<file path="src/rtl/bundle_dispatch.sv">
// bundle_dispatch: splits 256-bit queue bundles into 32-bit slots issued in order to decode.
// Define BUNDLE_DISPATCH_DUAL_ISSUE_EN for two slots per cycle; otherwise single issue on lane 0.
module bundle_dispatch (
  input  logic         clk,
  input  logic         rst,
  input  logic         q_empty,
  input  logic         q_rd_ok,
  input  logic [255:0] q_data,
  output logic         q_read,
  input  logic         stall,
  input  logic         flush,
  output logic         iss0_valid,
  output logic [31:0]  iss0_instr,
  output logic         iss1_valid,
  output logic [31:0]  iss1_instr,
  output logic [31:0]  instr_count
);
`ifdef BUNDLE_DISPATCH_DUAL_ISSUE_EN
  localparam logic [2:0] STEP = 3'd2;
  localparam logic [2:0] LAST = 3'd6;
`else
  localparam logic [2:0] STEP = 3'd1;
  localparam logic [2:0] LAST = 3'd7;
`endif
  typedef enum logic [1:0] {IDLE, LOAD, ISSUE} state_t;
  state_t       state;
  logic [255:0] bundle_q;
  logic [2:0]   idx;
  assign q_read = rst & (state == IDLE) & ~q_empty & ~flush;
  always_ff @(posedge clk or negedge rst)
    if (!rst) begin
      state       <= IDLE;
      idx         <= '0;
      bundle_q    <= '0;
      iss0_valid  <= 1'b0;
      iss1_valid  <= 1'b0;
      iss0_instr  <= '0;
      iss1_instr  <= '0;
      instr_count <= '0;
    end else if (flush) begin
      state      <= IDLE;
      idx        <= '0;
      iss0_valid <= 1'b0;
      iss1_valid <= 1'b0;
    end else if (state == ISSUE) begin
      if (!stall) begin
        iss0_valid  <= 1'b1;
        iss0_instr  <= bundle_q[{idx, 5'd0} +: 32];
`ifdef BUNDLE_DISPATCH_DUAL_ISSUE_EN
        iss1_valid  <= 1'b1;
        iss1_instr  <= bundle_q[{idx + 3'd1, 5'd0} +: 32];
`endif
        idx         <= idx + STEP;
        instr_count <= instr_count + {29'd0, STEP};
        if (idx == LAST) state <= IDLE;
      end
    end else begin
      if (!stall) begin
        iss0_valid <= 1'b0;
        iss1_valid <= 1'b0;
      end
      // q_read already implies IDLE, so an unreachable encoding also falls back to IDLE
      if (state == LOAD) begin
        bundle_q <= q_data;
        idx      <= '0;
        state    <= ISSUE;
      end else
        state <= (q_read && q_rd_ok) ? LOAD : IDLE;
    end
endmodule
</file>
<file path="config.mk">
export PLATFORM = sky130hd
export DESIGN_NAME = bundle_dispatch
export DESIGN_NICKNAME = d
export VERILOG_FILES = /design/src/rtl/bundle_dispatch.sv
export SDC_FILE = /design/constraint.sdc
export NUM_CORES = 1
export LEC_CHECK = 0
export CORE_MARGIN = 3
export CORE_UTILIZATION = 55
export CTS_BUF_LIST = sky130_fd_sc_hd__clkbuf_2 sky130_fd_sc_hd__clkbuf_4 sky130_fd_sc_hd__clkbuf_8
export DETAILED_ROUTE_END_ITERATION = 12
export GPL_ROUTABILITY_DRIVEN = 0
export PLACE_DENSITY = 0.88
export SLEW_MARGIN = 0
export SYNTH_ARGS = -nofsm -noshare
export SYNTH_HDL_FRONTEND = slang
export SYNTH_SLANG_ARGS = --single-unit
</file>
<file path="constraint.sdc">
create_clock -name clk -period 4.5 [get_ports clk]
set_clock_uncertainty 0.2 [all_clocks]
set_input_delay 0.45 -clock clk [delete_from_list [all_inputs] [get_ports clk]]
set_output_delay 0.45 -clock clk [all_outputs]
set_load 0.05 [all_outputs]
</file>
==> summary.rpt <==
IMPLEMENTATION SUMMARY REPORT
----------------------------------------------------
[Finish]
  Footprint of the multi-input gates ........................ 5853 um^2
  Filler-free cell count of the finished design ........................ 1675
  Leading cell types in the layout, fill and taps excluded ........................ sky130_fd_sc_hd__clkdlybuf4s50_1 (326), sky130_fd_sc_hd__dfrtp_1 (323), sky130_fd_sc_hd__mux2_2 (256)
  Data buffer area share ........................ 18.43%
  Sequential Area ........................ 8164 um^2
  Final core utilization ........................ 75.32%
  Total number of nets in the final design ........................ 1562
  Final clock-cell share ........................ 6.228%
  Final-layout clock buffer total ........................ 93
  Number of fillers in the final layout ........................ 1542
  Most frequent logic cell in the layout ........................ sky130_fd_sc_hd__clkdlybuf4s50_1
  Share of cell area taken by multi-input logic gates ........................ 30.51%
  Fraction of layout cells with a size suffix above 1 ........................ 33.36%
  Number of signal-net buffers in the layout ........................ 346
  Ant. Diodes ........................ 5
  Post-route standard cell area excluding fillers ........................ 19180 um^2
  Comb_multi_in ........................ 566

[Yosys]
  Mux share of post-synthesis cell area ........................ 32.20%
  Yosys top cell by area ........................ sky130_fd_sc_hd__dfrtp_1
  Number of enable flip-flop cells ........................ 0
  Dominant kind of combinational cell ........................ multiplexers
  Count of unique library cells instantiated by Yosys ........................ 35
  Total number of yosys warnings ........................ 32
  Most frequent cells after synthesis ........................ sky130_fd_sc_hd__dfrtp_1 (326), sky130_fd_sc_hd__mux2_2 (256), sky130_fd_sc_hd__mux4_2 (64)
  Simple-Gate Area Share ........................ 3.739%
  Dominant synthesized flop cell ........................ sky130_fd_sc_hd__dfrtp_1
  Cell area leaders ........................ sky130_fd_sc_hd__dfrtp_1 (57%), sky130_fd_sc_hd__mux2_2 (20%), sky130_fd_sc_hd__mux4_2 (10%)
  AO/OA Area Share ........................ 1.587%
  Avg Cell Area, Syn ........................ 15.09 um^2
  Seq share, synth ........................ 56.56%
  Top area contributor share ........................ 56.56%
  Synthesized area ........................ 14420 um^2
  Most frequent cell after synthesis ........................ sky130_fd_sc_hd__dfrtp_1

[Floorplanning]
  Die boundary height ........................ 167.9 um
  Chip area ........................ 28200 um^2
  Number of top-level pins ........................ 361
  Core region area ........................ 25470 um^2
  Number of tapcells ........................ 330

[Global routing]
  Met3 global-route usage ........................ 8.382%
  Maximum number of pins on one net before global-route repair ........................ 174
  Met2 capacity usage during global routing ........................ 41.26%
  Most used routing layer in global routing ........................ met2
  Global-route wire length before repair ........................ 55280 um
  Antenna violations before repair ........................ 8
  GRT Residual Overflow ........................ 0

[Flow run]
  Maxcap violations ........................ 0
  Number of logged tool warnings ........................ 28

[Setup path]
  Nature of the critical path startpoint ........................ input pin
  Total stage count of the critical path ........................ 4
  Critical path endpoint category ........................ output pin
  Worst EP arrival ........................ 2420 ps
  Dominant delay contributor by cell family on the critical path ........................ buffers and inverters
  Combined buffer and inverter count along the critical path ........................ 2
  Cell occurring most often along the worst timing path ........................ sky130_fd_sc_hd__clkdlybuf4s50_1
  Register-to-register path setup slack ........................ 1820 ps
  Setup Crit Path Kind ........................ in -> out
  Max Fanout on Critical Path ........................ 10
  End point of the critical path ........................ q_read

[Clock network]
  TritonCTS clock tree ........................ done
  Root Buffer ........................ sky130_fd_sc_hd__clkbuf_8
  Clock input transition at the sequential cells of the worst setup and hold paths ........................ 60 ps
  Number of instances resized during post-cts repair ........................ 0
  Level count of the clock H-tree ........................ 2
  Clock tree buffer depth ........................ 3

[Routing]
  Mean number of vias per cell ........................ 5.541
  TritonRoute pass-1 iters ........................ 4
  Highest metal layer with signal wires ........................ met5
  Iter 0 DRT Violations ........................ 513
  Routed len/inst ........................ 20.73 um
  Metal1 wirelength ........................ 13200 um
  Number of nets still failing antenna checks after routing ........................ 0
  Metal3 WL ........................ 3120 um
  # DRC ........................ 0

[Run status]
  Status ........................ completed

[Placed design]
  Cell area after placement ........................ 17970 um^2
  Cell count after placement ........................ 1570
  Detailed-placement wirelength estimate ........................ 23980 um

[Timing]
  Final tally of hold violations ........................ 0
  F_max ........................ 0.3261 GHz
  Max-slew violation count ........................ 0
  Share of the clock period used by the worst path after layout ........................ 68.14%
  Worst-Margin Slew ........................ 1064 ps
  Hold Worst Slack ........................ 140.0 ps
  RSZ-0062 raised after global routing ........................ no

[Hold path]
  Worst min-delay path category ........................ in -> async

----------------------------------------------------
## power breakdown
part	internal [mW]	switching (mW)	total (mW)	leakage [nW]
clock	1.61	1.17	2.78	0.643
combinational	0.862	0.591	1.45	3.29
sequential	3.49	0.295	3.79	4.11
## sequential cells by signal (all words and copies together) (netlist names)
name         flops
bundle_q       256
instr_count     32
iss0_instr      32
idx              3
state            2
iss0_valid       1
## worst reg2reg max path, cell delays in order, from the launching register on
cell	delay, ps
sky130_fd_sc_hd__dfrtp_1	500
sky130_fd_sc_hd__or4b_2	750
sky130_fd_sc_hd__buf_4	390
sky130_fd_sc_hd__or2_2	430
sky130_fd_sc_hd__nor2_1	160
sky130_fd_sc_hd__xor2_1	160
## repair_timing
action                    4_1_cts  5_1_grt
hold buffers                    1        0
hold endpoints to repair       38        0
buffers inserted                0        0
Figure 1. Register map, names as in the netlist.
Scale bar: 50 um. Other sequential cells in the stronger gray, the rest of the logic in the fainter gray.
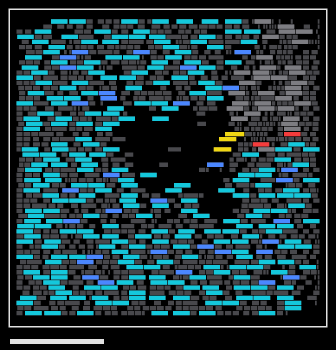
legend:
  state:
    color: red
    placed_flops: 2
  bundle_q:
    color: cyan
    placed_flops: 256
    where: widely spread
  iss0_instr:
    color: blue
    placed_flops: 32
    where: widely spread
  idx:
    color: yellow
    placed_flops: 3
not colored: 33

Figure 2. Ports around the boundary.
Scale bar: 50 um. Pins as bars across the die edge, other pins in gray.
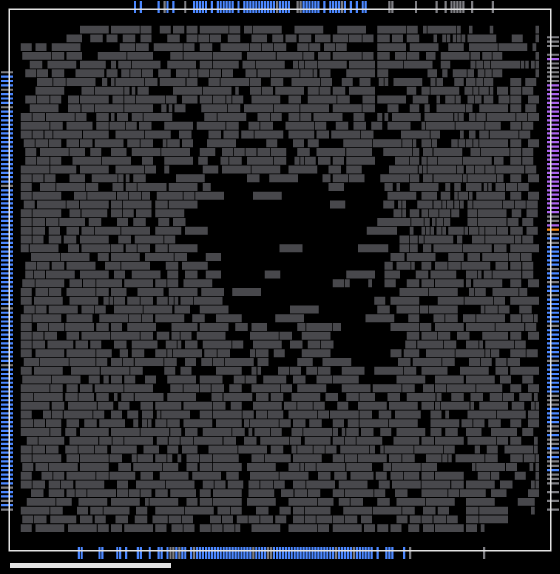
legend:
  q_data:
    color: blue
    pins: 256
    direction: input
    edge: 92 west, 77 south, 49 north, 38 east
  instr_count:
    color: purple
    pins: 32
    direction: output
    edge: east
  stall:
    color: orange
    pins: 1
    direction: input
    edge: east
all pins by edge: 105 east, 101 west, 88 south, 67 north

Figure 3. The clock network.
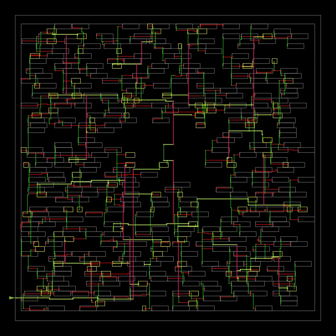
CTS buffer count: 54
TritonCTS Sinks: 326
number of flip-flops and latches: 326
clock insertion delay at the later pin of the skew report: 590 ps
clock group power: 2.78 mW

Figure 4. Met1 routing.
Scale bar: 50 um.
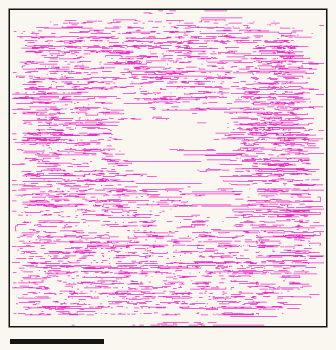
longest straight run: 40.5 um
nets with wire on the layer: 1371
GR Layer Usage met1: 30.40%
Detailed Route WL: 34720 um
number of vias after detailed routing: 9282

Figure 5. A small window of the routed layout.
Scale bar: 20 um. Region (59, 93) to (109, 143) um. Cells in gray, sequential cells in the stronger gray; small squares are vias.
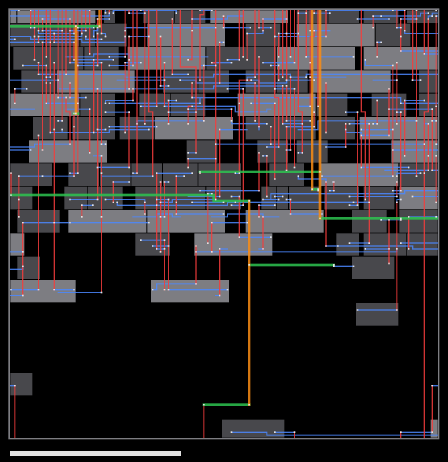
legend:
  met1:
    color: blue
  met3:
    color: green
  met2:
    color: red
  met4:
    color: orange
netlist names of flops here include: bundle_q (20), iss0_instr (2)
cells with their middle in the window: 86
sequential cells in the window: 22
most frequent: dfrtp_1 (22), mux2_2 (21), clkdlybuf4s50_1 (16)

Power and IR drop assume default switching activity.
